$ cat config.mk
export PLATFORM = sky130hd
export DESIGN_NAME = fifo_sync_param
export DESIGN_NICKNAME = d
export VERILOG_FILES = /design/src/rtl/fifo_pkg.sv /design/src/rtl/fifo_mem.sv /design/src/rtl/fifo_sync_param.sv
export SDC_FILE = /design/constraint.sdc
export NUM_CORES = 1
export LEC_CHECK = 0
export ABC_CLOCK_PERIOD_IN_PS = 3900
export CAP_MARGIN = 10
export CORE_MARGIN = 2
export CORE_UTILIZATION = 64
export DETAILED_ROUTE_END_ITERATION = 8
export PLACE_DENSITY = 0.84
export SLEW_MARGIN = 20
export SYNTH_ARGS = -nofsm -noshare
export SYNTH_HDL_FRONTEND = slang
export SYNTH_SLANG_ARGS = --single-unit
$ cat constraint.sdc
create_clock -name clk -period 3.9 [get_ports clk]
set_input_delay 0.585 -clock clk [delete_from_list [all_inputs] [get_ports clk]]
set_output_delay 0.585 -clock clk [all_outputs]
set_load 0.03 [all_outputs]
$ cat src/rtl/fifo_pkg.sv
`default_nettype none
// +----------------------------------------------------------------------+
// | fifo_pkg                                                             |
// | Shared types and elaboration helpers for the parametrised sync FIFO. |
// | Revision: 1.0                                                        |
// +----------------------------------------------------------------------+
package fifo_pkg;

  typedef enum logic {
    FIFO_STD  = 1'b0,
    FIFO_FWFT = 1'b1
  } fifo_mode_e;

  // Occupancy needs one extra bit so that DEPTH itself is representable.
  function automatic int cnt_w(input int depth);
    return $clog2(depth) + 1;
  endfunction

  function automatic bit fifo_cfg_ok(input int depth, input int afull_th, input int aempty_th);
    return (depth >= 2) && ((depth & (depth - 1)) == 0) &&
           (afull_th >= 1) && (afull_th <= depth) &&
           (aempty_th >= 0) && (aempty_th <= depth - 1);
  endfunction

endpackage
`default_nettype wire

$ cat src/rtl/fifo_mem.sv
`default_nettype none
// +----------------------------------------------------------------------+
// | fifo_mem                                                             |
// | Unreset register array: synchronous write, asynchronous read.        |
// | Revision: 1.0                                                        |
// +----------------------------------------------------------------------+
module fifo_mem
  import fifo_pkg::*;
#(
  parameter int WIDTH = 8,
  parameter int DEPTH = 16
) (
  input  logic                     clk,
  input  logic                     we_i,
  input  logic [$clog2(DEPTH)-1:0] waddr_i,
  input  logic [WIDTH-1:0]         wdata_i,
  input  logic [$clog2(DEPTH)-1:0] raddr_i,
  output logic [WIDTH-1:0]         rdata_o
);

  logic [WIDTH-1:0] mem_q [DEPTH];

  always_ff @(posedge clk) begin
    if (we_i) begin
      mem_q[waddr_i] <= wdata_i;
    end
  end

  assign rdata_o = mem_q[raddr_i];

endmodule
`default_nettype wire

$ cat src/rtl/fifo_sync_param.sv
`default_nettype none
// +----------------------------------------------------------------------+
// | fifo_sync_param                                                      |
// | Single-clock FIFO with thresholds, occupancy, error pulses and FWFT. |
// | Revision: 1.0                                                        |
// +----------------------------------------------------------------------+
module fifo_sync_param
  import fifo_pkg::*;
#(
  parameter int WIDTH     = 8,
  parameter int DEPTH     = 16,
  parameter int AFULL_TH  = DEPTH - 2,
  parameter int AEMPTY_TH = 2,
  parameter int FWFT      = 0
) (
  input  logic                    clk,
  input  logic                    rst,
  input  logic                    push,
  input  logic [WIDTH-1:0]        data_in,
  input  logic                    pop,
  output logic [WIDTH-1:0]        data_out,
  output logic                    full,
  output logic                    empty,
  output logic                    almost_full,
  output logic                    almost_empty,
  output logic [cnt_w(DEPTH)-1:0] count,
  output logic                    overflow,
  output logic                    underflow
);

  localparam int         AW   = $clog2(DEPTH);
  localparam int         CW   = cnt_w(DEPTH);
  localparam fifo_mode_e MODE = (FWFT != 0) ? FIFO_FWFT : FIFO_STD;

  if (!fifo_cfg_ok(DEPTH, AFULL_TH, AEMPTY_TH)) begin : g_cfg_err
    $error("fifo_sync_param: DEPTH must be a power of two >= 2 and thresholds in range");
  end

  logic [AW-1:0]    wr_ptr_q, wr_ptr_d;
  logic [AW-1:0]    rd_ptr_q, rd_ptr_d;
  logic [CW-1:0]    count_q, count_d;
  logic             ovf_q, ovf_d;
  logic             udf_q, udf_d;
  logic             wr_en, rd_en;
  logic [WIDTH-1:0] rd_data;

  // A push into a full FIFO is still accepted when the head is popped the same edge.
  assign wr_en = push & (~full | pop);
  assign rd_en = pop & ~empty;

  always_comb begin
    wr_ptr_d = wr_ptr_q;
    rd_ptr_d = rd_ptr_q;
    count_d  = count_q + CW'(wr_en) - CW'(rd_en);
    ovf_d    = push & ~wr_en;
    udf_d    = pop & ~rd_en;
    if (wr_en) wr_ptr_d = wr_ptr_q + AW'(1);
    if (rd_en) rd_ptr_d = rd_ptr_q + AW'(1);
  end

  always_ff @(posedge clk or posedge rst) begin
    if (rst) begin
      wr_ptr_q <= '0;
      rd_ptr_q <= '0;
      count_q  <= '0;
      ovf_q    <= 1'b0;
      udf_q    <= 1'b0;
    end else begin
      wr_ptr_q <= wr_ptr_d;
      rd_ptr_q <= rd_ptr_d;
      count_q  <= count_d;
      ovf_q    <= ovf_d;
      udf_q    <= udf_d;
    end
  end

  fifo_mem #(
    .WIDTH (WIDTH),
    .DEPTH (DEPTH)
  ) u_mem (
    .clk     (clk),
    .we_i    (wr_en),
    .waddr_i (wr_ptr_q),
    .wdata_i (data_in),
    .raddr_i (rd_ptr_q),
    .rdata_o (rd_data)
  );

  assign count        = count_q;
  assign full         = (count_q == CW'(DEPTH));
  assign empty        = (count_q == '0);
  assign almost_full  = (count_q >= CW'(AFULL_TH));
  assign almost_empty = (count_q <= CW'(AEMPTY_TH));
  assign overflow     = ovf_q;
  assign underflow    = udf_q;

  if (MODE == FIFO_FWFT) begin : g_fwft
    assign data_out = empty ? '0 : rd_data;
  end else begin : g_std
    logic [WIDTH-1:0] dout_q;
    always_ff @(posedge clk or posedge rst) begin
      if (rst) begin
        dout_q <= '0;
      end else if (rd_en) begin
        dout_q <= rd_data;
      end
    end
    assign data_out = dout_q;
  end

endmodule
`default_nettype wire

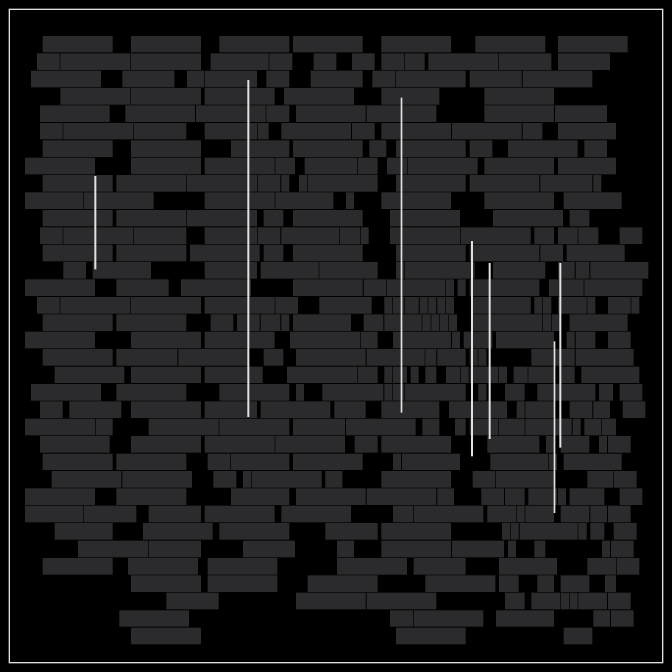
*Signal wires on met4, run 1*
share of all routed wire: 2.0%
longest straight run: 52.4 µm
nets with wire on the layer: 6

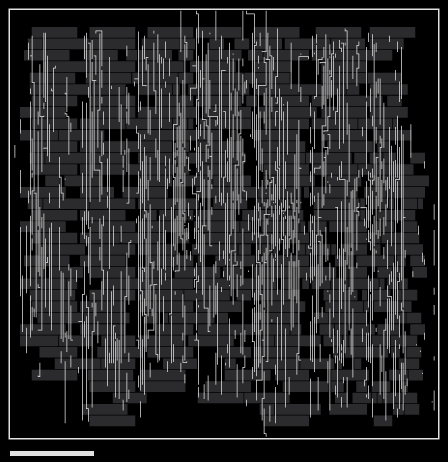
*Met2 routing, run 1*
Scale bar: 20 µm.
nets with wire on the layer: 361
main direction: vertical

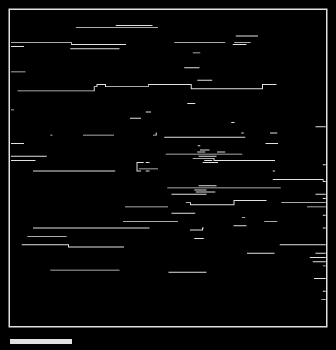
*M3 wires, run 1*
Scale bar: 20 µm.
nets with wire on the layer: 59
wire length on this layer: 766 µm

==> results.sh, run 1 <==
# physical design summary
export IMPL_routedWlPerCell_um=23.2
export IMPL_flop_area_mm2=0.00442
export IMPL_finalSetupViolCount=0
export IMPL_synth_chip_area_mm2=0.00613
export IMPL_largest_reg_flops=128
export IMPL_numSynthFlops=151
export IMPL_ctsHtreeMaxLevel=4
export IMPL_status="complete, no violations"
export IMPL_period_used_pct=86.5
export IMPL_n_tap_cell=129
export IMPL_clk_share_pct=8.44
export IMPL_busiest_layer="met2"
export IMPL_post_place_ws_ps=687
export IMPL_area_growth_pct=16.8
export IMPL_pg_comb_mw=1.59
export IMPL_ir_drop_v=0.000708
export IMPL_max_slew_margin_pct=25.5
export IMPL_tightest_slew_ps=1110
export IMPL_synth_top_area_share_pct=62.7
export IMPL_sh_seq_area_pct=61.7
export IMPL_cp_start_kind="flip-flop"
export IMPL_synth_area_mm2=0.00613
export IMPL_cts_sinks=151
export IMPL_ys_seq_share_pct=72.1
export IMPL_nets=393
export IMPL_p_leak_nw=2.53
export IMPL_r2r_cells=14
export IMPL_sw_frac_of_total_pct=32.1
export IMPL_initCoreUtil_pct=66.1
export IMPL_cp_end_kind="flip-flop"
export IMPL_use_met3_pct=7.11
export IMPL_rr_startpoint="count[2]"
export IMPL_grt_first_pass_wirelength_um=18400
export IMPL_fp_dieH_um=102
export IMPL_crit_type="reg2reg"
export IMPL_clk_latency_ps=530
export IMPL_comb_cells=141
export IMPL_ys_sh_simple_pct=4.12
export IMPL_fmax_mhz=296
export IMPL_p_sw_mw=1.79
### Signal wires on met1, run 1

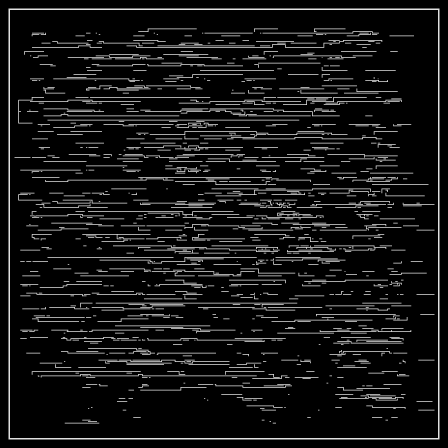

==> run 2: changes to the inputs <==
--- a/config.mk
+++ b/config.mk
@@ -5,12 +5,13 @@
 export SDC_FILE = /design/constraint.sdc
 export NUM_CORES = 1
 export LEC_CHECK = 0
+export ABC_AREA = 1
 export ABC_CLOCK_PERIOD_IN_PS = 3900
 export CAP_MARGIN = 10
 export CORE_MARGIN = 2
-export CORE_UTILIZATION = 64
+export CORE_UTILIZATION = 65
 export DETAILED_ROUTE_END_ITERATION = 8
-export PLACE_DENSITY = 0.84
+export PLACE_DENSITY = 0.85
 export SLEW_MARGIN = 20
 export SYNTH_ARGS = -nofsm -noshare
 export SYNTH_HDL_FRONTEND = slang
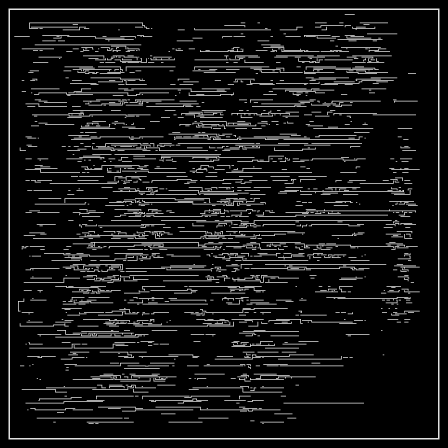
*Signal wires on met1, run 2*
longest straight run: 34.0 µm
wire length on this layer: 5680 µm

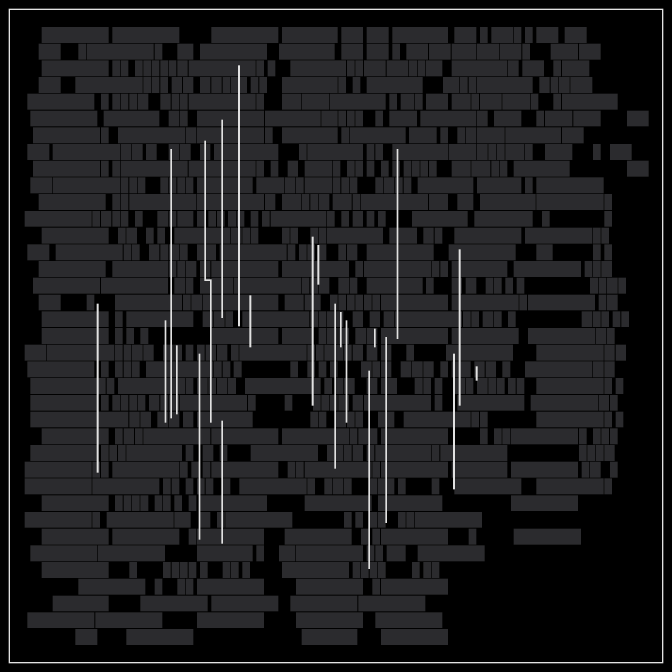
*Signal wires on met4, run 2*
longest straight run: 43.5 µm
main direction: vertical

==> results.sh, run 2 <==
# physical design summary
export IMPL_ys_seq_share_pct=65.3
export IMPL_p_sw_mw=2.22
export IMPL_initCoreUtil_pct=66.2
export IMPL_busiest_layer="met2"
export IMPL_pg_clk_mw=1.55
export IMPL_ctsHtreeMaxLevel=4
export IMPL_clk_share_pct=7.38
export IMPL_cp_cell_sequence="inv_1 > ha_1 > nand2_1 > nor2_1 > nand2_1 > nand2_4 > inv_1 > ha_1 > inv_1 > ha_1 > inv_1 > fa_1 > o21ai_0 > a21oi_1 > xor2_1"
export IMPL_cp_start_kind="flip-flop"
export IMPL_crit_start="count[2]"
export IMPL_diodes=0
export IMPL_routedWlPerCell_um=18.0
export IMPL_rr_startpoint="count[2]"
export IMPL_cp_end_kind="flip-flop"
export IMPL_synth_top_area_share_pct=56.8
export IMPL_post_place_ws_ps=889
export IMPL_flops=151
export IMPL_synth_chip_area_mm2=0.00677
export IMPL_numSynthFlops=151
export IMPL_ir_drop_v=0.000408
export IMPL_area_growth_pct=13.2
export IMPL_sh_seq_area_pct=57.7
export IMPL_comb_cells=366
export IMPL_p_leak_nw=3.38
export IMPL_ys_sh_simple_pct=20.4
export IMPL_pg_comb_mw=2.07
export IMPL_synth_area_mm2=0.00677
export IMPL_n_tap_cell=136
export IMPL_fmax_mhz=328
export IMPL_finalSetupViolCount=0
export IMPL_period_used_pct=78.1
export IMPL_clk_latency_ps=540
export IMPL_use_met3_pct=6.19
export IMPL_fp_dieH_um=106
export IMPL_largest_reg_flops=128
export IMPL_nets=720
export IMPL_cts_sinks=151
export IMPL_max_slew_margin_pct=28.3
export IMPL_largest_class="sequential cells"
export IMPL_tightest_slew_ps=1070
export IMPL_status="complete, no violations"
export IMPL_r2r_cells=15
export IMPL_flop_area_mm2=0.00442
export IMPL_crit_type="reg2reg"
